$ cat config.mk
export PLATFORM = sky130hd
export DESIGN_NAME = ifu_fetch
export DESIGN_NICKNAME = d
export VERILOG_FILES = /design/src/rtl/ifu_fetch.sv
export SDC_FILE = /design/constraint.sdc
export NUM_CORES = 1
export LEC_CHECK = 0
export ABC_CLOCK_PERIOD_IN_PS = 3050
export CORE_MARGIN = 5
export CORE_UTILIZATION = 50
export DETAILED_ROUTE_END_ITERATION = 8
export PLACE_DENSITY_LB_ADDON = 0.15
export RECOVER_POWER = 50
export SETUP_SLACK_MARGIN = 0.02
export SYNTH_ARGS = -nofsm -noshare
export SYNTH_HDL_FRONTEND = slang
export SYNTH_SLANG_ARGS = --single-unit
$ cat constraint.sdc
create_clock -name clk -period 3.05 [get_ports clk]
set_clock_uncertainty 0.15 [all_clocks]
set_input_delay 0.61 -clock clk [delete_from_list [all_inputs] [get_ports clk]]
set_output_delay 0.61 -clock clk [all_outputs]
set_load 0.1 [all_outputs]
$ cat src/rtl/ifu_fetch.sv
// Instruction fetch unit: owns the PC, issues one ibus read at a time and hands words to decode.
// Optional misaligned-redirect trap enabled by defining IFU_MISALIGN_CHK_EN.
module ifu_fetch #(
    parameter int              XLEN         = 32,
    parameter logic [XLEN-1:0] RESET_VECTOR = 'h8000_0000
) (
    input  logic            clk,
    input  logic            rst_b,
    input  logic            pc_branch,
    input  logic [XLEN-1:0] target_pc,
    output logic            ibus_req_valid,
    input  logic            ibus_req_ready,
    output logic [XLEN-1:0] ibus_req_addr,
    input  logic            ibus_rsp_valid,
    input  logic [XLEN-1:0] ibus_rsp_data,
`ifdef IFU_MISALIGN_CHK_EN
    output logic            inst_misalign,
`endif
    output logic            inst_valid,
    input  logic            inst_ready,
    output logic [XLEN-1:0] inst,
    output logic [XLEN-1:0] inst_pc
);

    // state  | meaning
    // S_REQ  | request presented (or about to be) on ibus
    // S_WAIT | request accepted, waiting for the response
    // S_HOLD | instruction held for decode until inst_ready
    typedef enum logic [1:0] {S_REQ, S_WAIT, S_HOLD} state_t;

    state_t          state;
    logic [XLEN-1:0] pc;
    logic            kill;
    logic [XLEN-1:0] tgt;
    logic [XLEN-1:0] pc_inc;
    logic [XLEN-1:0] redir_pc;
    logic            accept;
    logic            tgt_bad;
    logic            pc_bad;
    logic            mis_hold;
    logic            raise_ok;

`ifdef IFU_MISALIGN_CHK_EN
    assign tgt      = target_pc;
    assign tgt_bad  = pc_branch && (target_pc[1:0] != 2'b00);
    assign pc_bad   = (pc[1:0] != 2'b00);
    assign mis_hold = inst_misalign;
`else
    assign tgt      = target_pc & ~XLEN'(3);
    assign tgt_bad  = 1'b0;
    assign pc_bad   = 1'b0;
    assign mis_hold = 1'b0;
`endif

    assign accept   = ibus_req_valid && ibus_req_ready;
    assign pc_inc   = pc + XLEN'(4);
    assign redir_pc = pc_branch ? tgt : pc;
    // never fetch from a misaligned pc; wait for a redirect instead
    assign raise_ok = pc_branch ? !tgt_bad : !pc_bad;

    always_ff @(posedge clk or negedge rst_b) begin
        if (!rst_b) begin
            state          <= S_REQ;
            pc             <= RESET_VECTOR;
            kill           <= 1'b0;
            ibus_req_valid <= 1'b0;
            ibus_req_addr  <= '0;
            inst_valid     <= 1'b0;
            inst           <= '0;
            inst_pc        <= '0;
`ifdef IFU_MISALIGN_CHK_EN
            inst_misalign  <= 1'b0;
`endif
        end else begin
            if (pc_branch)
                pc <= tgt;
`ifdef IFU_MISALIGN_CHK_EN
            // a trap can park us in HOLD with a request pending or a response still due
            if (state != S_REQ && accept)
                ibus_req_valid <= 1'b0;
            if (state != S_WAIT && kill && ibus_rsp_valid)
                kill <= 1'b0;
`endif
            case (state)
                S_REQ: begin
                    if (accept) begin
                        ibus_req_valid <= 1'b0;
                        state          <= S_WAIT;
                        if (pc_branch)
                            kill <= 1'b1;
                    end else if (ibus_req_valid) begin
                        if (pc_branch)
                            kill <= 1'b1;
                    end else if (!kill && raise_ok) begin
                        ibus_req_valid <= 1'b1;
                        ibus_req_addr  <= redir_pc;
                    end
                end
                S_WAIT: begin
                    if (ibus_rsp_valid && (kill || pc_branch)) begin
                        kill  <= 1'b0;
                        state <= S_REQ;
                        if (raise_ok) begin
                            ibus_req_valid <= 1'b1;
                            ibus_req_addr  <= redir_pc;
                        end
                    end else if (ibus_rsp_valid) begin
                        inst       <= ibus_rsp_data;
                        inst_pc    <= pc;
                        inst_valid <= 1'b1;
                        state      <= S_HOLD;
                    end else if (pc_branch) begin
                        kill <= 1'b1;
                    end
                end
                S_HOLD: begin
                    if (pc_branch) begin
                        inst_valid <= 1'b0;
                        state      <= S_REQ;
`ifdef IFU_MISALIGN_CHK_EN
                        inst_misalign <= 1'b0;
`endif
                        if (!kill && raise_ok && !ibus_req_valid) begin
                            ibus_req_valid <= 1'b1;
                            ibus_req_addr  <= tgt;
                        end
                    end else if (inst_ready) begin
                        inst_valid <= 1'b0;
                        state      <= S_REQ;
`ifdef IFU_MISALIGN_CHK_EN
                        inst_misalign <= 1'b0;
`endif
                        if (!mis_hold) begin
                            pc <= pc_inc;
                            if (!kill && !ibus_req_valid) begin
                                ibus_req_valid <= 1'b1;
                                ibus_req_addr  <= pc_inc;
                            end
                        end
                    end
                end
                default: state <= S_REQ;
            endcase
`ifdef IFU_MISALIGN_CHK_EN
            if (tgt_bad) begin
                state         <= S_HOLD;
                inst_valid    <= 1'b1;
                inst          <= XLEN'(32'h0000_0013);
                inst_pc       <= target_pc;
                inst_misalign <= 1'b1;
            end
`endif
        end
    end

endmodule
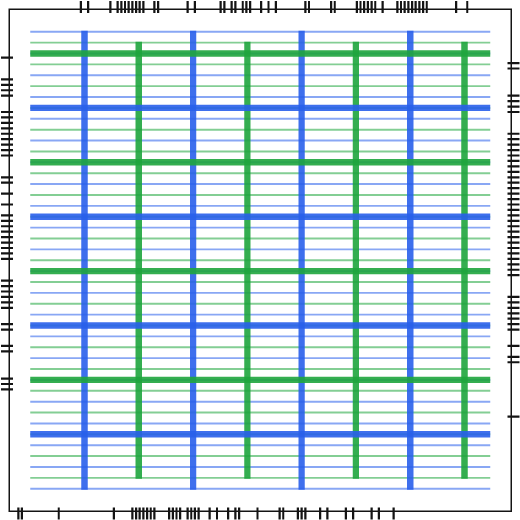
run_1/power_grid.png
Drawn at 4 px/µm. Pins as bars on the die edge.
net	colour
VDD	green
VSS	blue
met4 straps	8
rows	42
met1 rails	43
met5 straps	8

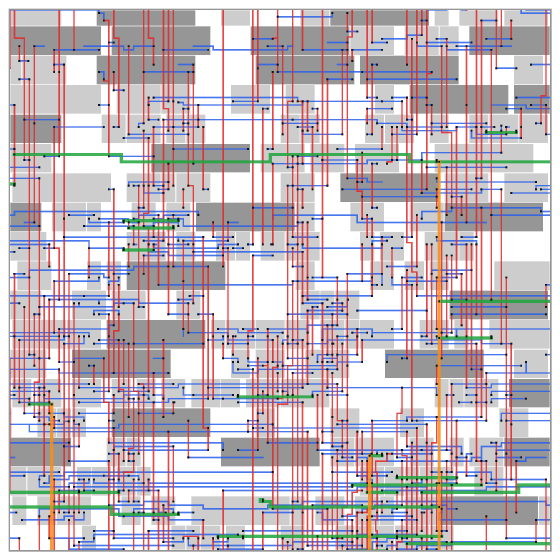
run_1/detail.png
Region (38, 63) to (88, 113) µm. Cells in grey, sequential cells in the stronger grey; small squares are vias.
layer	colour
metal 4	orange
metal 3	green
metal 2	red
metal 1	blue
sequential cells in the window	24
netlist names of flops here include	pc (11), ibus_req_addr (8), inst_pc (4)
cells with their middle in the window	174
most frequent	dfrtp_1 (24), nor2_1 (14), nand3_1 (11)

==> reports/results.ini, run 1 <==
[outcome]
status = finished, violations left
violations = capacitance limit, slew limit

[worst_setup_path]
rr_worst_depth = 6
crit_end = pc[18]$_DFF_PN0_
r2r_setup_slack_ps = 220
critPathRequiredTime_ps = 3220

[sta]
tns_ps = 0
hold_viol = 0
slew_viol_final = 70

[job]
cap_violations = 1

[cells_and_area]
clock_cell_area_share_pct = 7.24
dominant_cells = sequential cells
buffers = 188

[placement]
dpl.cell_count = 932

[routing]
vias = 5481
wl_per_cell_um = 17.9

[synthesis]
ys_cells = 621
ys_warn_count = 0

[floorplan]
die_w_um = 125
ios = 168
fp_util_pct = 50.4

[hold_path]
min_from = ibus_req_addr[8]$_DFFE_PN0P_

[clock_tree]
clk_path_buf_depth = 2

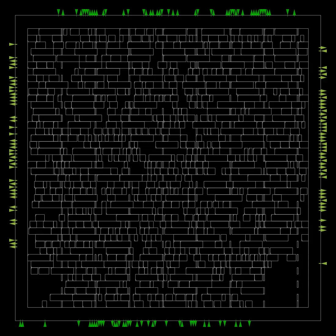
run_1/placement.png
FF+latch count: 133
core area: 0.0131 mm²
Final Util: 65.9%

## run 1: per-layer routing
metal  routed length [µm]  track usage [%]  vias up
met5                    0                0        -
met4                  278             7.72        0
met3                 1210             6.61       25
met2                 8220             35.7      201
met1                 7550             29.5     2671
li1                     -                -     2584
## run 1: kinds of logic (layout without fill, tap and decap cells)
| group | count (synthesis) | in the layout | synth area share [%] |
|---|---|---|---|
| simple gates | 197 | 197 | 15.5 |
| fa+ha+maj | 4 | 4 | 0.755 |
| buf+inv | 65 | 232 | 4.12 |
| xor+xnor | 27 | 27 | 3.57 |
| mux | 78 | 78 | 13.1 |
| flops | 133 | 133 | 50.2 |
| compound gates | 117 | 117 | 12.7 |
run_1/metal_density.png
Drawn at 3 px/µm. The die is cut into 25 by 25 equal tiles; dark purple is low, yellow is high, scaled to the fullest tile. Values are wire area over tile area, all layers added.
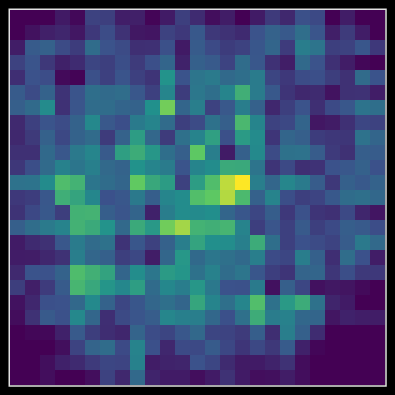

==> run 2, diff against run 1 <==
- SETUP_SLACK_MARGIN: 0.02 -> 0.15
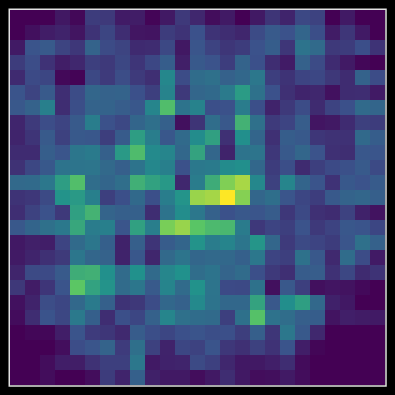
run_2/metal_density.png
Drawn at 3 px/µm. The die is cut into 25 by 25 equal tiles; dark purple is low, yellow is high, scaled to the fullest tile. Values are wire area over tile area, all layers added.
densest ninth of the die	middle
fullest tile	0.73
emptiest ninth of the die	bottom right
mean over tiles	0.18
nearly empty tiles	7.5%

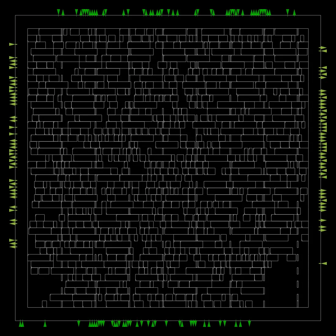
run_2/placement.png
fill count: 1093
flop share of the area: 38.5%

==> run 2 against run 1 <==
Effect of this change:
- critical endpoint unchanged
- fmax up 9.1%
- synthesized area stayed put
- flip-flop count unchanged
- die size is the same
- the run still ends with capacitance limit, slew limit left
==> reports/results.ini, run 2 <==
[synthesis]
synth_top_flop_cell = dfrtp_1
fa_ha_area_share_pct = 0.755
mux_share_pct = 13.1
logic_family = simple AND/OR/NAND/NOR gates
synth-xor-area-share_pct = 3.57
ys_cells = 621
compound_area_share_pct = 12.7
ys_warn_count = 0

[cells_and_area]
buffers = 188
seq_cell_count = 133
clock_cell_area_share_pct = 7.24
dominant_cells = sequential cells
final_util_pct = 65.9
drive_gt1_share_pct = 23.6

[outcome]
violations = capacitance limit, slew limit
status = finished, violations left

[floorplan]
ios = 168
fp_util_pct = 50.4
fp.coreArea_mm2 = 0.0131

[routing]
route.met2.wl_um = 8340
vias = 5487
viasPerCell = 5.69
met1_length_um = 7440
wl_met3_um = 1340
highest_layer = met4
wl_per_cell_um = 18.0

[grt]
use_met1_pct = 29.5
gr-usage-met3_pct = 6.61
met2_usage_pct = 35.7

[worst_setup_path]
critPathCaptureType = register
critPathRequiredTime_ps = 3220
path_delay_family = simple AND/OR/NAND/NOR gates

[sta]
slew_viol_final = 70
hold_viol = 0

[clock_tree]
clk_path_buf_depth = 2
cts_setup_buffers = 0

[placement]
dpl.cell_count = 932

[job]
cap_violations = 1

[run 2: path summary, 6_finish.rpt]
check / from / end / slack [ps] / depth (start not counted)
max: pc[2]$_DFF_PN0_ / pc[18]$_DFF_PN0_ / 460 / 6
min: ibus_req_addr[8]$_DFFE_PN0P_ / ibus_req_addr[8]$_DFFE_PN0P_ / 330 / 2
max reg2reg: pc[2]$_DFF_PN0_ / pc[18]$_DFF_PN0_ / 460 / 6
min reg2reg: ibus_req_addr[8]$_DFFE_PN0P_ / ibus_req_addr[8]$_DFFE_PN0P_ / 330 / 2
max in group asynchronous: rst_b / inst[19]$_DFFE_PN0P_ / 870 / 2
min in group asynchronous: rst_b / pc[7]$_DFF_PN0_ / 480 / 1
[run 2: repair_timing]
item	CTS	global route
hold endpoints to repair	0	0
setup endpoints to repair	0	1
resized	0	1
==> run 3, diff against run 2 <==
- ABC_CLOCK_PERIOD_IN_PS: 3050 -> 2310
- CORE_UTILIZATION: 50 -> 45
- clock period: 3.05 -> 2.31 ns (I/O delays scaled with it)
==> run 3 against run 2 <==
Effect of this change:
- the flow now finishes without violations
- first-iteration DRC count shrank 6.9%
- worst hold slack about the same
- register-to-register slack got worse by 290 ps
- sequential share of layout area is 3.0 points lower
==> reports/results.ini, run 3 <==
[synthesis]
top_area_share_pct = 49.8
synth_top_flop_cell = dfrtp_1
ys_cells = 621
synth_cells = 621
syn_nets = 695
most_common_cell = dfrtp_1
ys_warn_count = 0

[floorplan]
ios = 168
fp_util_pct = 45.8

[worst_setup_path]
rr_worst_depth = 5
path_delay_family = simple AND/OR/NAND/NOR gates
critPathCaptureType = register
critPathLaunch = pc[23]$_DFF_PN0_
rr_startpoint = pc[23]$_DFF_PN0_
critPathRequiredTime_ps = 2510
crit_cells = 5
r2r_end = ibus_req_addr[28]$_DFFE_PN0P_

[routing]
wl_met3_um = 1110
highest_layer = met4
met1_length_um = 8540
vias = 5835
route.met2.wl_um = 9440

[cells_and_area]
drive_gt1_share_pct = 38.7

[clock_tree]
cts_resized = 17
clk_path_buf_depth = 2
cts_setup_buffers = 8

[hold_path]
min_path_cells = 2
min_from = ibus_req_addr[12]$_DFFE_PN0P_
hold_end = ibus_req_addr[12]$_DFFE_PN0P_

[grt]
grt_usage_pct = 22.5
met2_usage_pct = 36.5
gr-usage-met3_pct = 6.08
use_met1_pct = 29.8
antenna_found_initial = 0
busiest_layer = met2

[outcome]
status = complete, no violations

[placement]
dpl.cell_count = 989

[job]
tool_warnings = 32

[sta]
hold_viol = 0
slew_viol_final = 0

-- run 3: cell counts after synthesis --
Identical to the previous run, type by type.
-- run 3: per-stage QoR --
| stage | worst slack (ps) | setup TNS [ps] |
|---|---|---|
| after floorplan | 152 | 0 |
| after global placement | -210 | -3790 |
| after detailed placement | -330 | -6480 |
| after CTS | 128 | 0 |
| after global routing | 54.6 | 0 |
| final | 168 | 0 |
-- run 3: kinds of logic after synthesis --
logic type	count (synthesis)	share of synthesized area (%)
simple gates	197	15.5
flops	133	50.2
compound gates	117	12.7
mux	78	13.1
buf+inv	65	4.12
xor+xnor	27	3.57
fa+ha+maj	4	0.755
-- run 3: cell type report --
type	instances	area [µm²]
sequential	133	3340
multi-input combinational	423	3190
clock inverter	8	124
timing repair buffer	251	2020
tap	184	230
clock buffer	23	478
inverter	12	45.0
fill	1191	5050
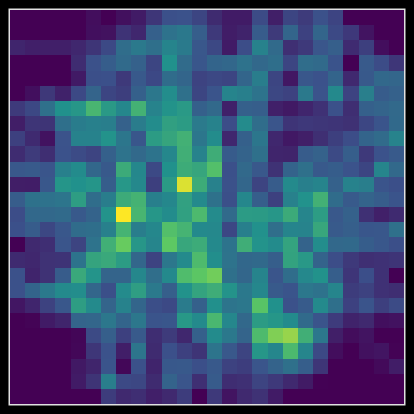
run_3/metal_density.png
Drawn at 3 px/µm. The die is cut into 26 by 26 equal tiles; dark purple is low, yellow is high, scaled to the fullest tile. Values are wire area over tile area, all layers added.
fullest tile	0.63
mean over tiles	0.18
tiles over half the peak	13%
nearly empty tiles	12%
densest ninth of the die	middle

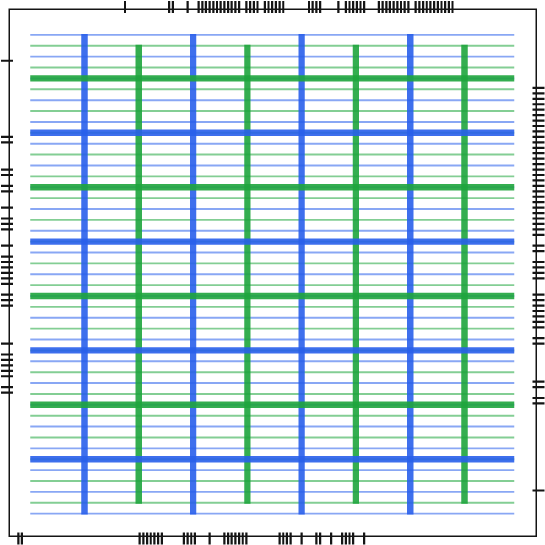
run_3/power_grid.png
Drawn at 4 px/µm. Pins as bars on the die edge.
net	colour
VDD	green
VSS	blue
met4 straps	8
rows	44
signal pins	168
met1 rails	45

